`config.mk`:
```
export PLATFORM = sky130hd
export DESIGN_NAME = gray2bin_sync
export DESIGN_NICKNAME = d
export VERILOG_FILES = /design/src/rtl/gray2bin_sync.sv
export SDC_FILE = /design/constraint.sdc
export NUM_CORES = 1
export LEC_CHECK = 0
export CORE_MARGIN = 2
export CORE_UTILIZATION = 48
export DETAILED_ROUTE_END_ITERATION = 6
export PLACE_DENSITY = 0.78
export SETUP_SLACK_MARGIN = 0.05
export SLEW_MARGIN = 10
export SYNTH_ARGS = -nofsm -noshare
export SYNTH_HDL_FRONTEND = slang
export SYNTH_SLANG_ARGS = --single-unit
```
`constraint.sdc`:
```
create_clock -name clk -period 2.97 [get_ports clk]
set_input_delay 0.891 -clock clk [delete_from_list [all_inputs] [get_ports clk]]
set_output_delay 0.891 -clock clk [all_outputs]
set_load 0.02 [all_outputs]
```
`src/rtl/gray2bin_sync.sv`:
```
// Receive-side Gray pointer synchronizer and decoder: multi-flop sync, binary decode, advance delta.
// Optional sticky multi-bit-change checker enabled by defining GRAY2BIN_SYNC_CHECK_EN.
module gray2bin_sync #(
  parameter int K           = 8,
  parameter int SYNC_STAGES = 2
) (
  input  logic         clk,
  input  logic         rst,
  input  logic [K-1:0] gray_in,
  output logic [K-1:0] gray_sync,
  output logic [K-1:0] bin_out,
  output logic [K-1:0] delta,
  output logic         bin_valid,
  output logic         gray_err
);

  localparam int CW = $clog2(SYNC_STAGES + 2);
  localparam logic [CW-1:0] FILL_MAX = CW'(SYNC_STAGES + 1);

  logic [K-1:0]  sync_q [SYNC_STAGES];
  logic [K-1:0]  bin_dec;
  logic [CW-1:0] fill_cnt;

  always_ff @(posedge clk or posedge rst) begin
    if (rst) begin
      for (int i = 0; i < SYNC_STAGES; i++) sync_q[i] <= '0;
    end else begin
      sync_q[0] <= gray_in;
      for (int i = 1; i < SYNC_STAGES; i++) sync_q[i] <= sync_q[i-1];
    end
  end

  assign gray_sync = sync_q[SYNC_STAGES-1];

  // Each binary bit is the XOR of all Gray bits at or above it.
  always_comb begin
    bin_dec        = '0;
    bin_dec[K-1]   = gray_sync[K-1];
    for (int i = K - 2; i >= 0; i--) bin_dec[i] = bin_dec[i+1] ^ gray_sync[i];
  end

  always_ff @(posedge clk or posedge rst) begin
    if (rst) begin
      bin_out <= '0;
      delta   <= '0;
    end else begin
      bin_out <= bin_dec;
      delta   <= bin_dec - bin_out;
    end
  end

  // bin_valid rises on the same edge the fill counter saturates.
  always_ff @(posedge clk or posedge rst) begin
    if (rst) begin
      fill_cnt  <= '0;
      bin_valid <= 1'b0;
    end else begin
      if (fill_cnt != FILL_MAX) fill_cnt <= fill_cnt + CW'(1);
      if (fill_cnt == FILL_MAX - CW'(1)) bin_valid <= 1'b1;
    end
  end

`ifdef GRAY2BIN_SYNC_CHECK_EN
  logic [K-1:0] gray_prev;

  always_ff @(posedge clk or posedge rst) begin
    if (rst) begin
      gray_prev <= '0;
      gray_err  <= 1'b0;
    end else begin
      gray_prev <= gray_sync;
      if (bin_valid && ($countones(gray_sync ^ gray_prev) > 1)) gray_err <= 1'b1;
    end
  end
`else
  assign gray_err = 1'b0;
`endif

endmodule
```
==> summary.txt <==
run metrics: Crit Path Class reg2reg, TNS Setup 0 ps, crit-path max FO 5, endpoint type of the worst setup path register, layout cells sized above 1 under 10%, cycle use final between 90% and 100%, # IOs 36, gr ovfl total 0, Fillers approximately 250, Cell Pwr Density between 800 and 900 nW/µm², sw frac roughly 34%, met3 usage around 7.6%, diodes inserted 0, count of cells resized by post-cts repair 0, Final WS setup roughly 290 ps, CP arrival 2930 ps, Comb power frac 41.1%, initial antenna violation count 0, Syn Inst Count approximately 120, Final ANT Viol Nets 0, status complete, no violations, max cap viols 0, Log Warnings 27, fp_density 50.0%, cell row count 20, Initial DRC Count 8, Slew Limit Fails 0, first-pass GRT wire length between 3 and 4 mm, pre-CTS WS around 240 ps, DP HPWL between 1.5 and 2 mm, overall power between 1.5 and 2 mW, YS chip area 1510 µm², via count slightly below 1000, drt drc 0, Post-synth regs 35, CTS tree built, Inst Count DP 194, crit start category register, area delta synth->final 27.9%, GPL Wtd Cong ~0.86, Pre-antenna DRT Iters 4, final setup fails 0, Floorplan Nets ~140, FF/Latch Area 876 µm², Die Size roughly 3600 µm², htree depth 2, CTS root buf clkbuf_4, Logic area between 500 and 600 µm², register area share after synthesis between 50% and 60%, CTS max path bufs 2, leakage power ~0.88 nW, Int Power 1.08 mW, CP required 3220 ps, Final #Nets 177, Hold-fix buffers, CTS 0, hold_ws 354 ps, RSZ-0062 raised after global routing no, largest net degree at the start of global routing 36, post-layout min period approximately 2700 ps, Final Hold Fails 0, vias in the first global route ~900, number of port buffers 34, Num CTS Buffers 5, Fmax achieved roughly 0.37 GHz, NetSw roughly 0.55 mW, Setup Fix Bufs, Post-CTS 0, Hold WC Path Type reg2reg, vias per cell 4.82, register share of total power a little under two fifths, Yosys Warn Count 0, Clock transition at path regs 110 ps, Mapped Area between 1500 and 2000 µm², syn_area_per_cell between 10 and 15 µm², Area after DPL roughly 1800 µm², Finished Layout Cells approximately 200, count of cell types in the netlist 27, yosys cell count ~120, clock sink total 35
[layout by cell type, fill, tap and decap left out, types with 2 or more instances in the layout]
| master | instances |
|---|---|
| nand2_1 | 6 |
| o21ai_0 | 2 |
| nor3_1 | 5 |
| ha_1 | 9 |
| nor2b_1 | 2 |
| a21oi_1 | 2 |
| clkdlybuf4s50_1 | 34 |
| dfrtp_1 | 35 |
| xnor2_1 | 9 |
| nor2_1 | 7 |
| inv_1 | 15 |
| xor2_1 | 3 |
| xnor2_2 | 2 |
| o21a_1 | 4 |
| o311ai_0 | 2 |
| clkbuf_4 | 5 |
[flip-flops by register name, summed over array words and instances, names as in the netlist]
register / flops
gray_sync: 8
bin_valid: 1
delta: 8
sync_q: 8
fill_cnt: 2
bin_out: 8
[layer usage]
layer | share of wire, % | up-vias | routed length [µm]
met5 | 0 | - | 0
met4 | 1.8 | 0 | 40
met3 | 7.5 | 5 | 167
met2 | 50 | 35 | 1120
met1 | 40 | 470 | 903
li1 | - | 463 | -
[cell type report]
class,count,share of cell area [%]
clock buffer,6,2.65
clock inverter,2,1.81
inverter,16,3.10
multi-input combinational,64,26.3
sequential,35,45.3
tap,44,2.85
timing repair buffer,35,18.0
[synth_stat cells]
cell        n  share of area (%)
a21oi_1     2               0.66
a221oi_1    1               0.58
a311oi_1    1               0.58
buf_4       9                4.5
conb_1      1               0.25
dfrtp_1    35                 58
fa_1        1                1.3
ha_1        9                7.4
inv_1      15                3.7
inv_2       1               0.25
nand2_1     6                1.5
nor2_1      7                1.7
nor2b_1     2               0.83
nor3_1      5                1.7
nor4_1      1               0.41
o2111ai_1   1               0.58
o211ai_1    1               0.50
o21a_1      4                2.0
o21ai_0     2               0.66
o221ai_1    1               0.58
o311a_1     1               0.66
o311ai_0    2                1.2
or2_2       1               0.41
xnor2_1     9                5.2
xnor2_2     2                2.2
xor2_1      3                1.7
xor2_2      1                1.1
[path summary, 6_finish.rpt]
path,from,endpoint,slack (ps),cells after the start
setup / recovery,gray_sync[7],delta[7],290,10
hold / removal,sync_q[15],gray_sync[7],350,0
setup reg to reg,gray_sync[7],delta[7],290,10
hold reg to reg,sync_q[15],gray_sync[7],350,0
max in group asynchronous,rst,sync_q[11],1740,3
min in group asynchronous,rst,bin_out[7],930,3
[cell families after synthesis]
logic type      synth area share (%)
simple gates                    6.53
xor+xnor                        10.2
flops                           57.9
other cells                    0.248
buf+inv                         8.44
compound gates                  7.94
fa+ha+maj                       8.77
[power by group through the flow]
stage / Clock, mW / Combinational [mW] / Sequential, mW
4_1_cts: 0.367 / 0.674 / 0.609
3_3_place_gp: 0 / 0.659 / 0.615
5_1_grt: 0.389 / 0.737 / 0.617
6_report: 0.355 / 0.670 / 0.606
2_1_floorplan: 0 / 0.332 / 0.720
3_5_place_dp: 0 / 0.672 / 0.619
[worst max-delay path, stage by stage, from the launching register on]
cell and delay [ps]:
dfrtp_1 430, xor2_2 290, xnor2_2 170, xnor2_2 260, inv_2 80, xnor2_1 220
ha_1 260, nor2b_1 130, o21a_1 210, o311a_1 340, nor3_1 210
Fig. 1: floorplan with the power grid
The bar under the picture is 20 µm long. Pins as bars on the die edge.
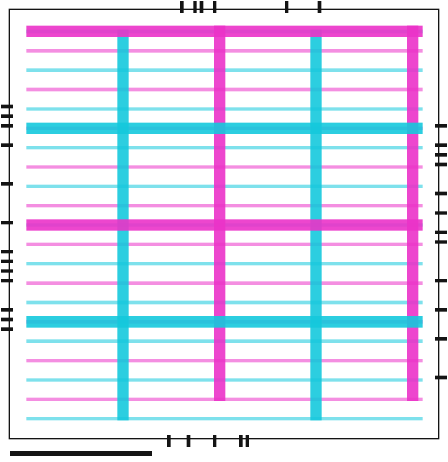
[VDD] magenta
[VSS] cyan
rows: 20
met5 straps: 4
met1 rails: 21
met4 straps: 4
Die X: 60.1 µm
core area: 3030 µm²
Chip Height: 60.1 µm
VDD IR max: 0.000446 V

Fig. 2: placed cells, one color a class
The bar under the picture is 20 µm long.
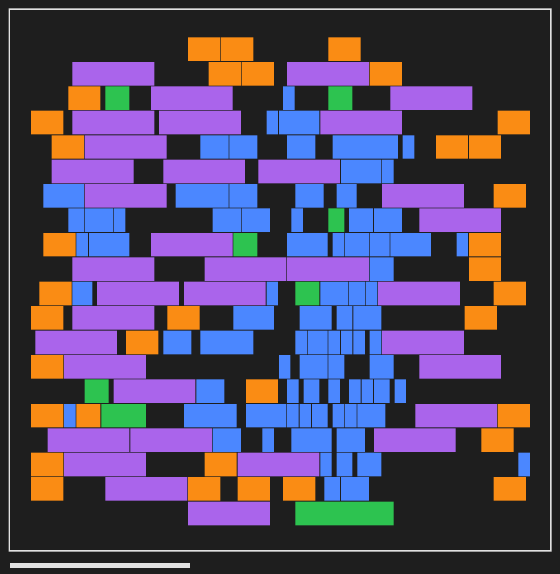
[combinational and other logic] blue | cells: 80 | share of their area: 30%
[clock drivers and dummy loads] green | cells: 8 | share of their area: 4.6%
[sequential cells] purple | cells: 35 | share of their area: 47%
[remaining buffers and delay cells] orange | cells: 35 | share of their area: 19%
Design Area, Final: 1930 µm²
fin util: 63.9%

Fig. 3: clock distribution
The bar under the picture is 20 µm long.
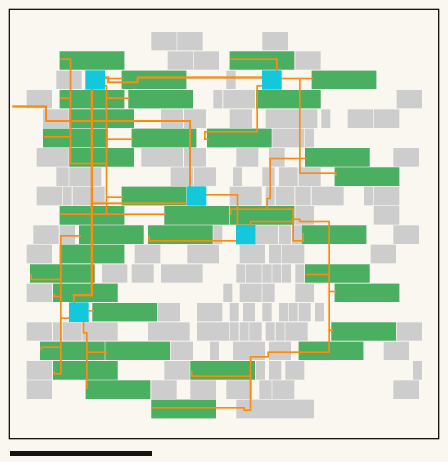
[clock wires] orange | length: 418 µm
[flip-flops] green | count: 35
[clock drivers] cyan | count: 5
routed clock nets: 6
Clk network pwr share: 21.8%
Max Clock Skew: 15.4 ps
Clk power: 0.355 mW
Worst-Skew Late Latency: 340 ps

Fig. 4: wiring by layer
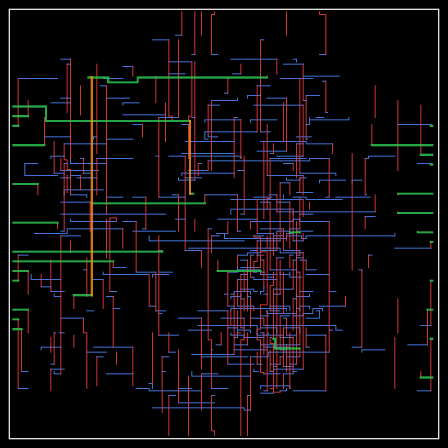
[metal 1] blue | wire length: 904 µm
[metal 4] orange | wire length: 40.8 µm
[metal 3] green | wire length: 168 µm
[metal 2] red | wire length: 1120 µm
Total GRT Usage: 14.4%
drt total wl: 2.24 mm
WL per Instance: 11.1 µm

Fig. 5: routing congestion
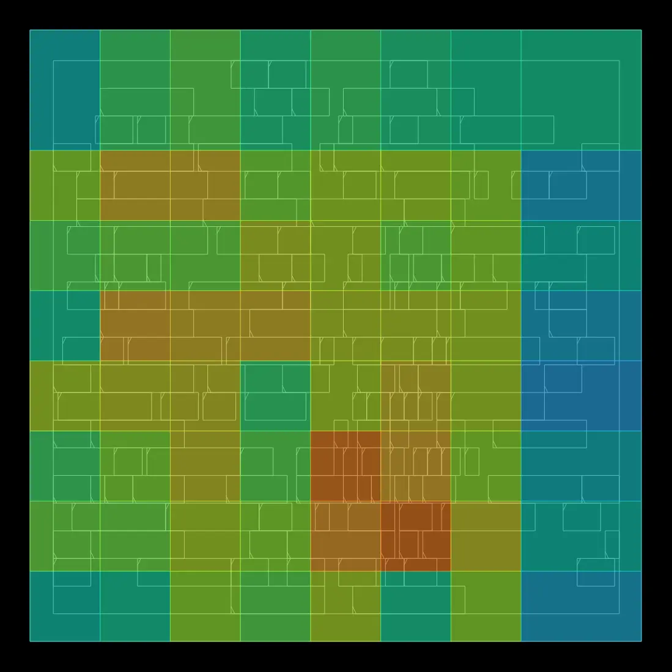
busiest grt layer: met2
M2 GR Usage: 23.9%
M1 GR Usage: 14.8%

No activity file was given, so power comes from the tool's default toggle rates.
